Fig. 1: M1 wires
The bar under the picture is 20 um long. Supply wires on this layer in gray.
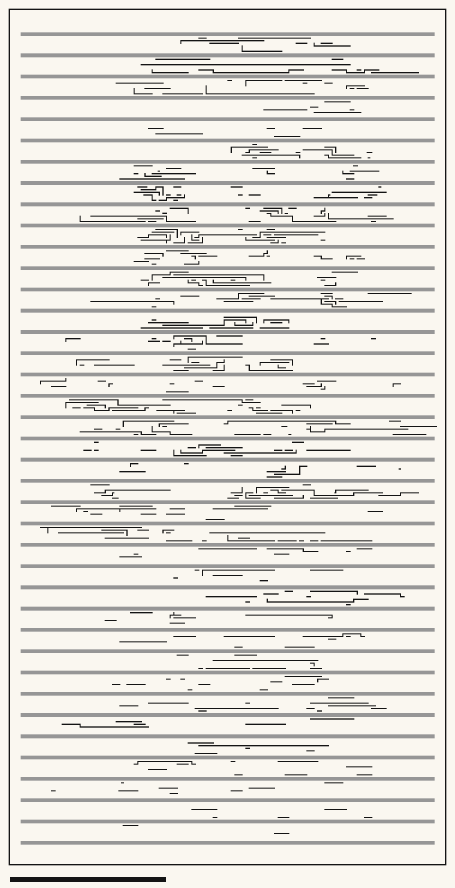
Fig. 2: metal 2
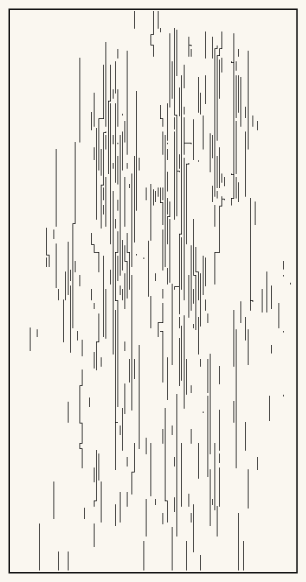
File: config.mk
export PLATFORM = sky130hd
export DESIGN_NAME = uart_rx_cfg
export DESIGN_NICKNAME = d
export VERILOG_FILES = /design/src/rtl/uart_rx_cfg.sv
export SDC_FILE = /design/constraint.sdc
export NUM_CORES = 1
export LEC_CHECK = 0
export CAP_MARGIN = 15
export CORE_ASPECT_RATIO = 2
export CORE_UTILIZATION = 35
export DETAILED_ROUTE_END_ITERATION = 8
export SLEW_MARGIN = 20
export SYNTH_ARGS = -nofsm -noshare
export SYNTH_HDL_FRONTEND = slang
export SYNTH_SLANG_ARGS = --single-unit
export TNS_END_PERCENT = 50
File: constraint.sdc
create_clock -name clk -period 4.2 [get_ports clk]
set_input_delay 0.84 -clock clk [delete_from_list [all_inputs] [get_ports clk]]
set_output_delay 0.84 -clock clk [all_outputs]
set_load 0.005 [all_outputs]
File: src/rtl/uart_rx_cfg.sv
// uart_rx_cfg: parametrised oversampling UART receiver with valid/ready word output.
// Define UART_RX_BREAK_DET_EN to add the break_det output and break-frame suppression.
module uart_rx_cfg #(
    parameter int CLK_FREQ   = 50_000_000,
    parameter int BAUD       = 115_200,
    parameter int OVERSAMPLE = 16,
    parameter int DATA_BITS  = 8,
    parameter int PARITY     = 0,
    parameter int STOP_BITS  = 1
) (
    input  logic                 clk,
    input  logic                 rst,
    input  logic                 rx,
    output logic [DATA_BITS-1:0] rx_data,
    output logic                 rx_valid,
    input  logic                 rx_ready,
    output logic                 parity_err,
    output logic                 frame_err,
    output logic                 overrun,
`ifdef UART_RX_BREAK_DET_EN
    output logic                 break_det,
`endif
    output logic [2:0]           dbg_state
);

    // Handshake: a word transfers on any rising clk edge where rx_valid & rx_ready;
    // rx_data/parity_err/frame_err stay stable from rx_valid rising until that transfer.

    localparam int DIV    = CLK_FREQ / (BAUD * OVERSAMPLE);
    localparam int DIV_W  = (DIV > 1) ? $clog2(DIV) : 1;
    localparam int TICK_W = $clog2(OVERSAMPLE);

    localparam logic [DIV_W-1:0]  DIV_LAST  = DIV_W'(DIV - 1);
    localparam logic [TICK_W-1:0] TICK_LAST = TICK_W'(OVERSAMPLE - 1);
    localparam logic [TICK_W-1:0] S0        = TICK_W'(OVERSAMPLE / 2 - 1);
    localparam logic [TICK_W-1:0] S1        = TICK_W'(OVERSAMPLE / 2);
    localparam logic [TICK_W-1:0] S2        = TICK_W'(OVERSAMPLE / 2 + 1);
    localparam logic [3:0]        DATA_LAST = 4'(DATA_BITS - 1);
    localparam logic [3:0]        STOP_LAST = 4'(STOP_BITS - 1);

    typedef enum logic [2:0] {
        ST_IDLE   = 3'd0,
        ST_START  = 3'd1,
        ST_DATA   = 3'd2,
        ST_PARITY = 3'd3,
        ST_STOP   = 3'd4
    } state_t;

    state_t               r_state;
    logic                 r_rx_s1;
    logic                 r_rx_s2;
    logic                 r_seen_high;
    logic [DIV_W-1:0]     r_div_cnt;
    logic [TICK_W-1:0]    r_tick_cnt;
    logic [3:0]           r_bit_cnt;
    logic                 r_samp0;
    logic                 r_samp1;
    logic [DATA_BITS-1:0] r_shift;
    logic                 r_perr;
    logic                 r_ferr;
    logic [DATA_BITS-1:0] r_data;
    logic                 r_valid;
    logic                 r_perr_o;
    logic                 r_ferr_o;
    logic                 r_overrun;

    logic w_rx;
    logic w_tick;
    logic w_mid;
    logic w_end;
    logic w_vote;
    logic w_ferr_now;
    logic w_par_bad;
    logic w_can_load;
    logic w_break_frame;

    assign w_rx       = r_rx_s2;
    assign w_tick     = (r_div_cnt == DIV_LAST);
    assign w_mid      = w_tick && (r_tick_cnt == S2);
    assign w_end      = w_tick && (r_tick_cnt == TICK_LAST);
    // Third sample is taken live at the vote tick, so the vote resolves at S2.
    assign w_vote     = (r_samp0 & r_samp1) | (r_samp0 & w_rx) | (r_samp1 & w_rx);
    assign w_ferr_now = r_ferr | ~w_vote;
    assign w_can_load = ~r_valid | rx_ready;

    always_comb begin
        w_par_bad = 1'b0;
        if (PARITY == 1) begin
            w_par_bad = ~(^r_shift ^ w_vote);
        end else if (PARITY == 2) begin
            w_par_bad = ^r_shift ^ w_vote;
        end
    end

`ifdef UART_RX_BREAK_DET_EN
    localparam int BRK_CLKS = (DATA_BITS + STOP_BITS + 2) * OVERSAMPLE * DIV;
    localparam int BRK_W    = $clog2(BRK_CLKS + 1);

    logic [BRK_W-1:0] r_brk_cnt;
    logic             r_break;

    // A zero word with a bad stop and the line still low is the start of a break.
    assign w_break_frame = w_ferr_now && (r_shift == '0) && !w_rx;
    assign break_det     = r_break;

    always_ff @(posedge clk or posedge rst) begin
        if (rst) begin
            r_brk_cnt <= '0;
            r_break   <= 1'b0;
        end else begin
            r_break <= 1'b0;
            if (w_rx) begin
                r_brk_cnt <= '0;
            end else if (r_brk_cnt != BRK_W'(BRK_CLKS)) begin
                r_brk_cnt <= r_brk_cnt + 1'b1;
                if (r_brk_cnt == BRK_W'(BRK_CLKS - 1)) begin
                    r_break <= 1'b1;
                end
            end
        end
    end
`else
    assign w_break_frame = 1'b0;
`endif

    always_ff @(posedge clk or posedge rst) begin
        if (rst) begin
            r_state     <= ST_IDLE;
            r_rx_s1     <= 1'b1;
            r_rx_s2     <= 1'b1;
            r_seen_high <= 1'b0;
            r_div_cnt   <= '0;
            r_tick_cnt  <= '0;
            r_bit_cnt   <= '0;
            r_samp0     <= 1'b1;
            r_samp1     <= 1'b1;
            r_shift     <= '0;
            r_perr      <= 1'b0;
            r_ferr      <= 1'b0;
            r_data      <= '0;
            r_valid     <= 1'b0;
            r_perr_o    <= 1'b0;
            r_ferr_o    <= 1'b0;
            r_overrun   <= 1'b0;
        end else begin
            r_rx_s1   <= rx;
            r_rx_s2   <= r_rx_s1;
            r_overrun <= 1'b0;
            r_div_cnt <= w_tick ? '0 : r_div_cnt + 1'b1;

            if (r_valid && rx_ready) begin
                r_valid <= 1'b0;
            end

            if (r_state == ST_IDLE) begin
                // A falling edge only counts once the line has been seen high.
                if (w_rx) begin
                    r_seen_high <= 1'b1;
                end else if (r_seen_high) begin
                    r_state     <= ST_START;
                    r_seen_high <= 1'b0;
                    r_div_cnt   <= '0;
                    r_tick_cnt  <= '0;
                    r_bit_cnt   <= '0;
                    r_perr      <= 1'b0;
                    r_ferr      <= 1'b0;
                end
            end else if (w_tick) begin
                r_tick_cnt <= (r_tick_cnt == TICK_LAST) ? '0 : r_tick_cnt + 1'b1;
                if (r_tick_cnt == S0) r_samp0 <= w_rx;
                if (r_tick_cnt == S1) r_samp1 <= w_rx;

                case (r_state)
                    ST_START: begin
                        if (w_mid && w_vote) begin
                            r_state <= ST_IDLE;
                        end else if (w_end) begin
                            r_state   <= ST_DATA;
                            r_bit_cnt <= '0;
                        end
                    end
                    ST_DATA: begin
                        if (w_mid) begin
                            r_shift <= {w_vote, r_shift[DATA_BITS-1:1]};
                        end
                        if (w_end) begin
                            if (r_bit_cnt == DATA_LAST) begin
                                r_state   <= (PARITY != 0) ? ST_PARITY : ST_STOP;
                                r_bit_cnt <= '0;
                            end else begin
                                r_bit_cnt <= r_bit_cnt + 1'b1;
                            end
                        end
                    end
                    ST_PARITY: begin
                        if (w_mid) begin
                            r_perr <= w_par_bad;
                        end
                        if (w_end) begin
                            r_state   <= ST_STOP;
                            r_bit_cnt <= '0;
                        end
                    end
                    ST_STOP: begin
                        if (w_mid) begin
                            r_ferr <= w_ferr_now;
                            // Leave at the last stop's vote so an early next start is caught.
                            if (r_bit_cnt == STOP_LAST) begin
                                r_state <= ST_IDLE;
                                if (!w_break_frame) begin
                                    if (w_can_load) begin
                                        r_data   <= r_shift;
                                        r_perr_o <= r_perr;
                                        r_ferr_o <= w_ferr_now;
                                        r_valid  <= 1'b1;
                                    end else begin
                                        r_overrun <= 1'b1;
                                    end
                                end
                            end
                        end else if (w_end) begin
                            r_bit_cnt <= r_bit_cnt + 1'b1;
                        end
                    end
                    default: r_state <= ST_IDLE;
                endcase
            end
        end
    end

    assign rx_data    = r_data;
    assign rx_valid   = r_valid;
    assign parity_err = r_perr_o;
    assign frame_err  = r_ferr_o;
    assign overrun    = r_overrun;
    assign dbg_state  = r_state;

endmodule

==> out/metrics.cfg <==
[min_path]
hp-class=reg2reg

[grt]
overflow=0
grt_pass1_vias=1332

[sta]
min_period_ns=2.47
max_freq_mhz=405
timing.hold.ws_ns=0.362
layout_setup_ws_ns=1.73
worst_slew_pin_slew_ns=0.584

[floorplanning]
io_pins=19

[logic_synthesis]
syn-num-nets=184
ys.flop_type=dfrtp_1

[run_status]
status=completed

[setup_path]
critical_path_buf_inv_count=1
critPathMaxStageDelay_ns=0.72

[power]
p_leak_nw=1.06
pg_comb_mw=0.298

[clock_network]
ctsResizeCount=0
post_cts_buffers=0

[route]
top_layer_used=met4
via_per_inst=5.23

[placed_design]
io_buffers=17

Back to the opening pictures, Fig. 1:
longest straight run: 26.7 um
share of all routed wire: 38%
wire length on this layer: 1410 um
nets with wire on the layer: 176
main direction: horizontal

Back to the opening pictures, Fig. 2:
share of all routed wire: 56%
longest straight run: 32.0 um
wire length on this layer: 2050 um
main direction: vertical
via count of the routed design: 1328
WL final: 3.69 mm

-- worst max-delay path by stage --
stage                            start           end  slack [ns]
after floorplan           r_div_cnt[0]    r_shift[0]        2.30
after global placement        rx_ready    rx_data[6]        2.00
after detailed placement      rx_ready    rx_data[7]        1.97
after CTS                 dbg_state[2]  dbg_state[2]        1.72
after global routing      dbg_state[2]  dbg_state[2]        1.64
final                     dbg_state[2]  dbg_state[2]        1.73
-- cell type report --
cell class	count	share of cell area (%)
Timing Repair Buffer	18	7.57
Inverter	8	1.28
Clock buffer	6	3.09
Sequential cell	41	43.9
Tap cell	60	3.20
Multi-Input combinational cell	119	39.3
Clock inverter	2	1.65
